==> config.mk <==
export PLATFORM = sky130hd
export DESIGN_NAME = key_tone_gen
export DESIGN_NICKNAME = d
export VERILOG_FILES = /design/src/rtl/key_tone_gen.sv
export SDC_FILE = /design/constraint.sdc
export NUM_CORES = 1
export LEC_CHECK = 0
export CAP_MARGIN = 20
export CORE_MARGIN = 2
export CORE_UTILIZATION = 58
export CTS_CLUSTER_DIAMETER = 120
export DETAILED_ROUTE_END_ITERATION = 10
export GPL_ROUTABILITY_DRIVEN = 0
export GPL_TIMING_DRIVEN = 0
export PLACE_DENSITY = 0.78
export SETUP_SLACK_MARGIN = 0.5
export SYNTH_ARGS = -nofsm -noshare
export SYNTH_HDL_FRONTEND = slang
export SYNTH_SLANG_ARGS = --single-unit
==> constraint.sdc <==
create_clock -name clk -period 4.2 [get_ports clk]
set_input_delay 0.84 -clock clk [delete_from_list [all_inputs] [get_ports clk]]
set_output_delay 0.84 -clock clk [all_outputs]
set_load 0.1 [all_outputs]
==> src/rtl/key_tone_gen.sv <==
// Keyboard tone generator: the most recently pressed key selects a note, which is
// played as a square wave, followed by a fixed-length tail once every key is released.
//
//   state      | meaning
//   -----------+---------------------------------------------------------------
//   ST_IDLE    | silent, amplifier off, phase and release counters held at 0
//   ST_PLAY    | tone sounding while at least one key is held
//   ST_RELEASE | all keys up, tone continues for RELEASE_CYCLES cycles
module key_tone_gen #(
    parameter int CLK_HZ         = 100_000_000,
    parameter int RELEASE_CYCLES = 5_000_000
) (
    input  logic        clk,
    input  logic        rst,
    input  logic [20:0] alpha_table,
    input  logic [20:0] updated_table,
    output logic        audio_pwm,
    output logic        audio_sd,
    output logic        playing,
    output logic [4:0]  note_idx
);

    localparam logic [1:0] ST_IDLE    = 2'd0;
    localparam logic [1:0] ST_PLAY    = 2'd1;
    localparam logic [1:0] ST_RELEASE = 2'd2;

    localparam int REL_W = (RELEASE_CYCLES > 1) ? $clog2(RELEASE_CYCLES) : 1;
    localparam logic [REL_W-1:0] REL_LAST = REL_W'(RELEASE_CYCLES - 1);

    function automatic int base_hz(input int idx);
        case (idx % 7)
            0:       return 262;
            1:       return 294;
            2:       return 330;
            3:       return 349;
            4:       return 392;
            5:       return 440;
            default: return 494;
        endcase
    endfunction

    // Bit groups are top row (C6 octave), home row (C5), bottom row (C4).
    function automatic int octave_mult(input int idx);
        if (idx >= 14)
            return 1;
        else if (idx >= 7)
            return 2;
        else
            return 4;
    endfunction

    logic [19:0] half_tab [21];

    for (genvar g = 0; g < 21; g++) begin : g_half
        localparam int HALF_G = CLK_HZ / (2 * base_hz(g) * octave_mult(g));
        if (HALF_G < 1 || HALF_G >= (1 << 20)) begin : g_range
            $error("key_tone_gen: half-period out of 20-bit range");
        end
        assign half_tab[g] = 20'(HALF_G);
    end

    logic [1:0]       state_q, state_d;
    logic [4:0]       note_q, note_d;
    logic [19:0]      phase_q, phase_d;
    logic [REL_W-1:0] rel_q, rel_d;
    logic             pwm_q, pwm_d;
    logic             sd_q, playing_q, active_d;
    logic [20:0]      prev_q;

    logic             event_w;
    logic [4:0]       new_note;
    logic [19:0]      half_cur;

    assign event_w  = (updated_table != prev_q) && (|updated_table);
    assign half_cur = half_tab[note_q];

    always_comb begin
        new_note = 5'd0;
        for (int i = 20; i >= 0; i--) begin
            if (updated_table[i])
                new_note = 5'(i);
        end
    end

    always_comb begin
        state_d = state_q;
        note_d  = note_q;
        phase_d = phase_q;
        rel_d   = rel_q;
        pwm_d   = pwm_q;
        case (state_q)
            ST_PLAY, ST_RELEASE: begin
                if (phase_q == half_cur - 20'd1) begin
                    phase_d = 20'd0;
                    pwm_d   = ~pwm_q;
                end else begin
                    phase_d = phase_q + 20'd1;
                end
                // A fresh key press outranks both the release check and the tail timer.
                if (event_w) begin
                    state_d = ST_PLAY;
                    note_d  = new_note;
                    phase_d = 20'd0;
                    pwm_d   = 1'b0;
                    rel_d   = '0;
                end else if (state_q == ST_PLAY) begin
                    if (alpha_table == 21'd0) begin
                        state_d = ST_RELEASE;
                        rel_d   = '0;
                    end
                end else if (rel_q == REL_LAST) begin
                    state_d = ST_IDLE;
                    phase_d = 20'd0;
                    pwm_d   = 1'b0;
                    rel_d   = '0;
                end else begin
                    rel_d = rel_q + 1'b1;
                end
            end
            default: begin
                state_d = ST_IDLE;
                phase_d = 20'd0;
                rel_d   = '0;
                pwm_d   = 1'b0;
                if (event_w) begin
                    state_d = ST_PLAY;
                    note_d  = new_note;
                end
            end
        endcase
    end

    assign active_d = (state_d != ST_IDLE);

    always_ff @(posedge clk or posedge rst) begin
        if (rst) begin
            state_q   <= ST_IDLE;
            note_q    <= 5'd0;
            phase_q   <= 20'd0;
            rel_q     <= '0;
            pwm_q     <= 1'b0;
            sd_q      <= 1'b0;
            playing_q <= 1'b0;
            prev_q    <= 21'd0;
        end else begin
            state_q   <= state_d;
            note_q    <= note_d;
            phase_q   <= phase_d;
            rel_q     <= rel_d;
            pwm_q     <= pwm_d;
            sd_q      <= active_d;
            playing_q <= active_d;
            prev_q    <= updated_table;
        end
    end

    assign audio_pwm = pwm_q;
    assign audio_sd  = sd_q;
    assign playing   = playing_q;
    assign note_idx  = note_q;

endmodule

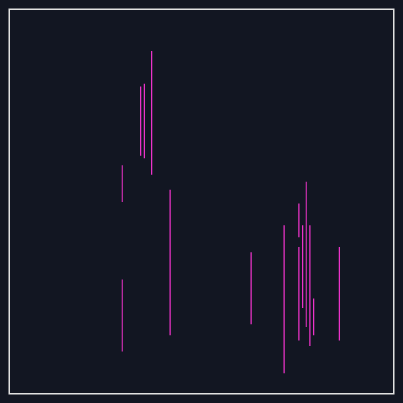
**Above:** run 1 (metal 4).
(4 px per um)
nets with wire on the layer = 15
main direction = vertical
wire length on this layer = 333 um
share of all routed wire = 2.7%
longest straight run = 36.7 um
detailed-route via count: 4604
Routed WL: 12.3 mm

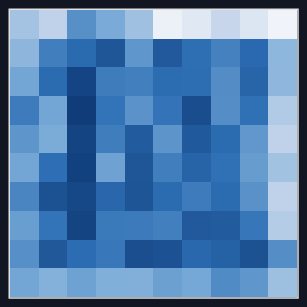
**Above:** run 1 (cell area per tile).
(3 px per um) 10 x 10 tiles, from white (low) to dark blue (high), 0 to 100% covered.
fullest tile = 95%
emptiest ninth of the die = north-east
mean over tiles = 64%
tiles over 75% full = 35%

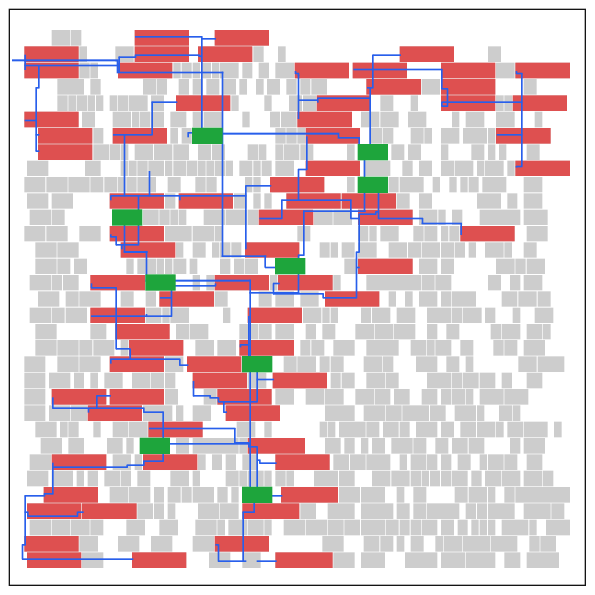
**Above:** run 1 (clock wires, drivers and flops).
(6 px per um)
red -> flip-flops  # count 73
green -> clock drivers  # count 9
blue -> clock wires  # length 878 um
routed clock nets = 10

==> impl_metrics.env, run 1 <==
# physical design summary
export IMPL_grt_pass1_wl_mm=20.3
export IMPL_synthesis_nets=612
export IMPL_crit_path_end="audio_pwm$_DFF_PP0_"
export IMPL_p_leak_nw=2.38
export IMPL_hold_viol=0
export IMPL_use_met3_pct=5.25
export IMPL_drive_gt1_share_pct=14.2
export IMPL_n_all_buffers=86
export IMPL_ff_count=73
export IMPL_mux_area_share_pct=1.36
export IMPL_fp_dieH_um=95.8
export IMPL_cts_root_buf="clkbuf_8"
export IMPL_logic_area_um2=2960
export IMPL_yosysSeqAreaShare_pct=37.4
export IMPL_slew_headroom_pct=34.7
export IMPL_largestClassByArea="multi-input combinational cells"
export IMPL_top_cell_area_share_pct=37.4
export IMPL_ys_ff=73
export IMPL_use_met2_pct=46.7
export IMPL_critPathLaunchType="flop"
export IMPL_status="complete, no violations"
export IMPL_syn_avg_cell_area_um2=8.77
export IMPL_drv_cap=0
export IMPL_drtPass1Iterations=5
export IMPL_area_growth_pct=22.0
export IMPL_irDropWorstVdd_mv=0.171
export IMPL_fin_cells=741
export IMPL_layout_top_cells="69 x dfrtp_1, 51 x clkdlybuf4s50_1, 49 x nand2_1"
export IMPL_grt_setup_unrepaired="true"
export IMPL_cts_tree="yes"
export IMPL_hpwl_mm=8.93
export IMPL_grt_max_degree=74
export IMPL_grt_pass1_vias=4408
export IMPL_reg2regPathDepth=18
export IMPL_fill_cells=607
export IMPL_crit_arrival_ns=4.01
export IMPL_cts_made_buffers=9
export IMPL_cts_resized=6
export IMPL_final_util_pct=72.9
export IMPL_seq_area_um2=1830
export IMPL_antenna_found_initial=0
export IMPL_dr_wl_met3_um=858
export IMPL_hp_start="rel_q[3]$_DFFE_PP0P_"
export IMPL_top_cells_by_count="73 x dfrtp_1, 55 x nor2_1, 49 x nand2_1"
export IMPL_grt_use_total_pct=28.2
export IMPL_finalClockSkew_ns=0.0122
export IMPL_cts_sinks=73
export IMPL_largest_area_cell="dfrtp_1"
export IMPL_reg2reg_setup_slack_ns=0.47
export IMPL_synthArstFlopShare_pct=100
export IMPL_ys_sh_simple_pct=25.5
export IMPL_clkLatencyLatePin_ns=0.35
export IMPL_log_warning_count=34
export IMPL_top_logic_kind="simple AND/OR/NAND/NOR gates"
export IMPL_synth_chip_area_um2=4880
export IMPL_pre_cts_slack_ns=0.382
export IMPL_syn_inst=557
export IMPL_p_per_area_nw_per_um2=246
export IMPL_signal_buffer_area_fraction_pct=13.1
export IMPL_hold_end="rel_q[3]$_DFFE_PP0P_"
export IMPL_place_inst=713
export IMPL_worst_ep_required_time_ns=4.48
export IMPL_synthFlopType="dfrtp_1"
export IMPL_highest_layer="met4"
export IMPL_whs_ns=0.504
export IMPL_synth_warning_count=0
export IMPL_worst_setup_path_end_kind="flop"
export IMPL_avgViaCountPerCell=6.21
export IMPL_chipWidth_um=95.8
export IMPL_portBuffers=51
export IMPL_tightest_slew_ns=0.976
export IMPL_fin_nets=686
export IMPL_min_path_cells=1
export IMPL_dr_first_iter_drc_count=218
export IMPL_mostFrequentLayoutCell="dfrtp_1"
export IMPL_clk_path_buf_depth=2
export IMPL_period_minus_slack_ns=3.73
export IMPL_sh_comb_area_pct=49.7
export IMPL_ys_sh_xor_pct=9.86
export IMPL_seq_area_share_pct=30.7
export IMPL_taps=105
export IMPL_worst_slack_ns=0.469
export IMPL_power_total_mw=1.46
export IMPL_placed_area_um2=5570
export IMPL_hold_path_class="reg -> reg"
export IMPL_logic_gate_count=444
export IMPL_edf_count=0
export IMPL_rows=33
export IMPL_drt_met1_wl_mm=5.24
export IMPL_routedWlPerCell_um=16.6
export IMPL_postCtsSetupRepairBufs=5
export IMPL_holdBufCountCts=0
export IMPL_top_cell="dfrtp_1"
export IMPL_final_area_um2=5960
export IMPL_clockNetworkAreaShare_pct=3.02
export IMPL_max_freq_mhz=268
export IMPL_adder_share_pct=2.82
export IMPL_dr_wl_met2_mm=5.84
export IMPL_slew_violations=0
export IMPL_fp_util_pct=59.7
export IMPL_core_area_um2=8180
export IMPL_clk_pin_slew_ns=0.08
export IMPL_startpoint="note_idx[0]$_DFFE_PP0P_"
export IMPL_inverters_excl_clock=17
export IMPL_tns_ns=0
export IMPL_reg2reg_from="note_idx[0]$_DFFE_PP0P_"
export IMPL_antenna_cells=0
export IMPL_htreeDepth=3
export IMPL_postRouteAntennaNets=0
export IMPL_worstPathMaxFanout=4
export IMPL_setup_viol=0
run 1: power breakdown:
group | internal, mW | switching, mW
combinational | 0.113 | 0.130
sequential | 0.714 | 0.00617
clock | 0.231 | 0.269
total | 1.06 | 0.406
run 1: critical path: stages, from the launching register on:
cell	delay, ns
dfrtp_2	0.41
buf_6	0.13
inv_6	0.06
ha_4	0.19
buf_8	0.12
nor2b_4	0.11
a21oi_2	0.04
o211ai_1	0.31
inv_1	0.12
ha_4	0.23
xnor2_1	0.11
or3_1	0.37
nor3_2	0.20
o2111ai_2	0.12
nor3_2	0.19
o2111a_1	0.21
nand4_1	0.18
or3_4	0.43
a21oi_2	0.13
run 1: registers in the layout, indices dropped and copies added, names as in the netlist:
register   count
audio_pwm      1
playing        1
prev_q        21
rel_q         23
phase_q       20
state_q        2
note_idx       5
==> run 2, diff against run 1 <==
Settings changed: TNS_END_PERCENT set to 50.
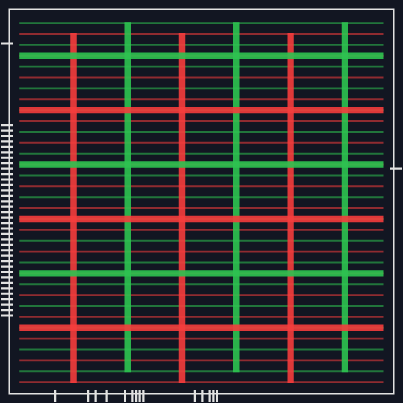
**Above:** run 2 (PDN straps and rails).
(4 px per um) Pins as bars on the die edge.
red -> VSS
green -> VDD
rows = 33
met1 rails = 34

==> run 2 against run 1 <==
Global-route usage did not move. Sequential share of layout area grew 0.13 points. Cell count stayed put. Die area unchanged. Utilization shrank 0.31 points.
==> impl_metrics.env, run 2 <==
# physical design summary
export IMPL_combPwrFrac_pct=16.7
export IMPL_grt_pass1_vias=4408
export IMPL_grt_use_total_pct=28.2
export IMPL_grt_pass1_wl_mm=20.3
export IMPL_wirelength_mm=12.3
export IMPL_whs_ns=0.505
export IMPL_htreeDepth=3
export IMPL_placed_area_um2=5570
export IMPL_startpoint="note_idx[0]$_DFFE_PP0P_"
export IMPL_final_util_pct=72.6
export IMPL_worst_setup_path_end_kind="flop"
export IMPL_use_met3_pct=5.25
export IMPL_seqPwrFrac_pct=49.3
export IMPL_use_met2_pct=46.7
export IMPL_critical_path_max_stage_delay_ns=0.43
export IMPL_clkLatencyLatePin_ns=0.35
export IMPL_log_warning_count=34
export IMPL_cts_tree="yes"
export IMPL_hp_start="rel_q[3]$_DFFE_PP0P_"
export IMPL_place_inst=713
export IMPL_ys_ff=73
export IMPL_hold_viol=0
export IMPL_holdBufCountCts=0
export IMPL_antenna_found_initial=0
export IMPL_power_total_mw=1.46
export IMPL_critPathSlowestCell="or3_4"
export IMPL_fin_cells=741
export IMPL_logic_area_um2=2940
export IMPL_largestClassByArea="multi-input combinational cells"
export IMPL_worst_ep_required_time_ns=4.47
export IMPL_routedWlPerCell_um=16.5
export IMPL_area_growth_pct=21.5
export IMPL_ff_count=73
export IMPL_sh_comb_area_pct=49.5
export IMPL_min_path_cells=1
export IMPL_tns_ns=0
export IMPL_slew_violations=0
export IMPL_path_buffers=4
export IMPL_setup_viol=0
export IMPL_seq_area_um2=1830
export IMPL_drtPass1Iterations=5
export IMPL_p_sw_uw=403
export IMPL_clk_pin_slew_ns=0.08
export IMPL_cts_root_buf="clkbuf_8"
export IMPL_p_per_area_nw_per_um2=246
export IMPL_mostFrequentLayoutCell="dfrtp_1"
export IMPL_crit_chain="buf_6 > inv_6 > ha_4 > buf_8 > nor2b_4 > a21oi_2 > o211ai_1 > inv_1 > ha_4 > xnor2_1 > or3_1 > nor3_2 > o2111ai_2 > nor3_2 > o2111a_1 > nand4_1 > or3_4 > a21oi_2"
export IMPL_status="complete, no violations"
export IMPL_core_area_um2=8180
export IMPL_synthesis_nets=612
export IMPL_clk_path_buf_depth=2
export IMPL_inverters_excl_clock=17
export IMPL_synthArstFlopShare_pct=100
export IMPL_period_minus_slack_ns=3.75
export IMPL_cts_made_buffers=9
export IMPL_hold_end="rel_q[3]$_DFFE_PP0P_"
export IMPL_dr_first_iter_drc_count=276
export IMPL_clkPwrFrac_pct=34.0
export IMPL_hpwl_mm=8.93
export IMPL_worstPathMaxFanout=4
export IMPL_fp_dieH_um=95.8
export IMPL_portBuffers=51
export IMPL_synth_warning_count=0
export IMPL_p_leak_nw=2.38
export IMPL_final_area_um2=5930
export IMPL_dr_wl_met2_mm=5.81
export IMPL_drive_gt1_share_pct=12.6
export IMPL_antenna_cells=0
export IMPL_top_cell_area_share_pct=37.4
export IMPL_largestRegisters="rel_q (23), prev_q (21), phase_q (20)"
export IMPL_highest_layer="met4"
export IMPL_edf_count=0
export IMPL_tightest_slew_ns=0.976
export IMPL_cts_resized=6
export IMPL_n_all_buffers=86
export IMPL_irDropWorstVdd_mv=0.171
export IMPL_cp_depth=18
export IMPL_layout_top_cells="69 x dfrtp_1, 54 x nor2_1, 51 x clkdlybuf4s50_1"
export IMPL_grt_setup_unrepaired="true"
export IMPL_hold_path_class="reg -> reg"
export IMPL_fp_util_pct=59.7
export IMPL_via_count=4608
export IMPL_p_int_mw=1.06
export IMPL_synthFlopType="dfrtp_1"
export IMPL_reg2reg_setup_slack_ns=0.45
export IMPL_critPathLaunchType="flop"
export IMPL_reg2regPathDepth=18
export IMPL_chipWidth_um=95.8
export IMPL_rows=33
export IMPL_fill_cells=612
export IMPL_top_cell="dfrtp_1"
export IMPL_largest_area_cell="dfrtp_1"
export IMPL_pre_cts_slack_ns=0.382
export IMPL_synth_chip_area_um2=4880
export IMPL_regMostFlops="rel_q"
export IMPL_finalClockSkew_ns=0.0125
export IMPL_largest_reg_flops=23
export IMPL_postRouteAntennaNets=0
export IMPL_worst_slack_ns=0.452
export IMPL_cpLargestDelayFamily="simple AND/OR/NAND/NOR gates"
export IMPL_clockNetworkAreaShare_pct=3.04
export IMPL_grt_max_degree=74
export IMPL_cts_sinks=73
export IMPL_top_cells_by_count="73 x dfrtp_1, 55 x nor2_1, 49 x nand2_1"
export IMPL_power_switching_share_pct=27.5
export IMPL_reg2reg_from="note_idx[0]$_DFFE_PP0P_"
export IMPL_crit_arrival_ns=4.02
export IMPL_yosysSeqAreaShare_pct=37.4
export IMPL_postCtsSetupRepairBufs=5
export IMPL_slew_headroom_pct=34.7
export IMPL_syn_avg_cell_area_um2=8.77
export IMPL_signal_buffer_area_fraction_pct=13.2
export IMPL_drt_met1_wl_mm=5.20
export IMPL_taps=105
[run 2: cell families (layout without fill, tap and decap cells)]
family,after synthesis,after routing,share of synthesized area (%)
AND-OR/OR-AND,133,133,19.0
multiplexers,6,6,1.36
XOR/XNOR,55,55,9.86
buffers and inverters,40,119,4.00
adder cells (fa/ha/maj),11,11,2.82
AND/OR/NAND/NOR,239,239,25.5
flip-flops,73,73,37.4
[run 2: power groups by stage]
| stage | Sequential, mW | Combinational (mW) | Clock, mW |
|---|---|---|---|
| floorplan | 0.746 | 0.124 | 0 |
| global placement | 0.736 | 0.216 | 0 |
| detailed placement | 0.737 | 0.221 | 0 |
| CTS | 0.721 | 0.230 | 0.512 |
| global route | 0.722 | 0.264 | 0.537 |
| finish | 0.720 | 0.244 | 0.497 |
No activity file was given, so power comes from the tool's default toggle rates.
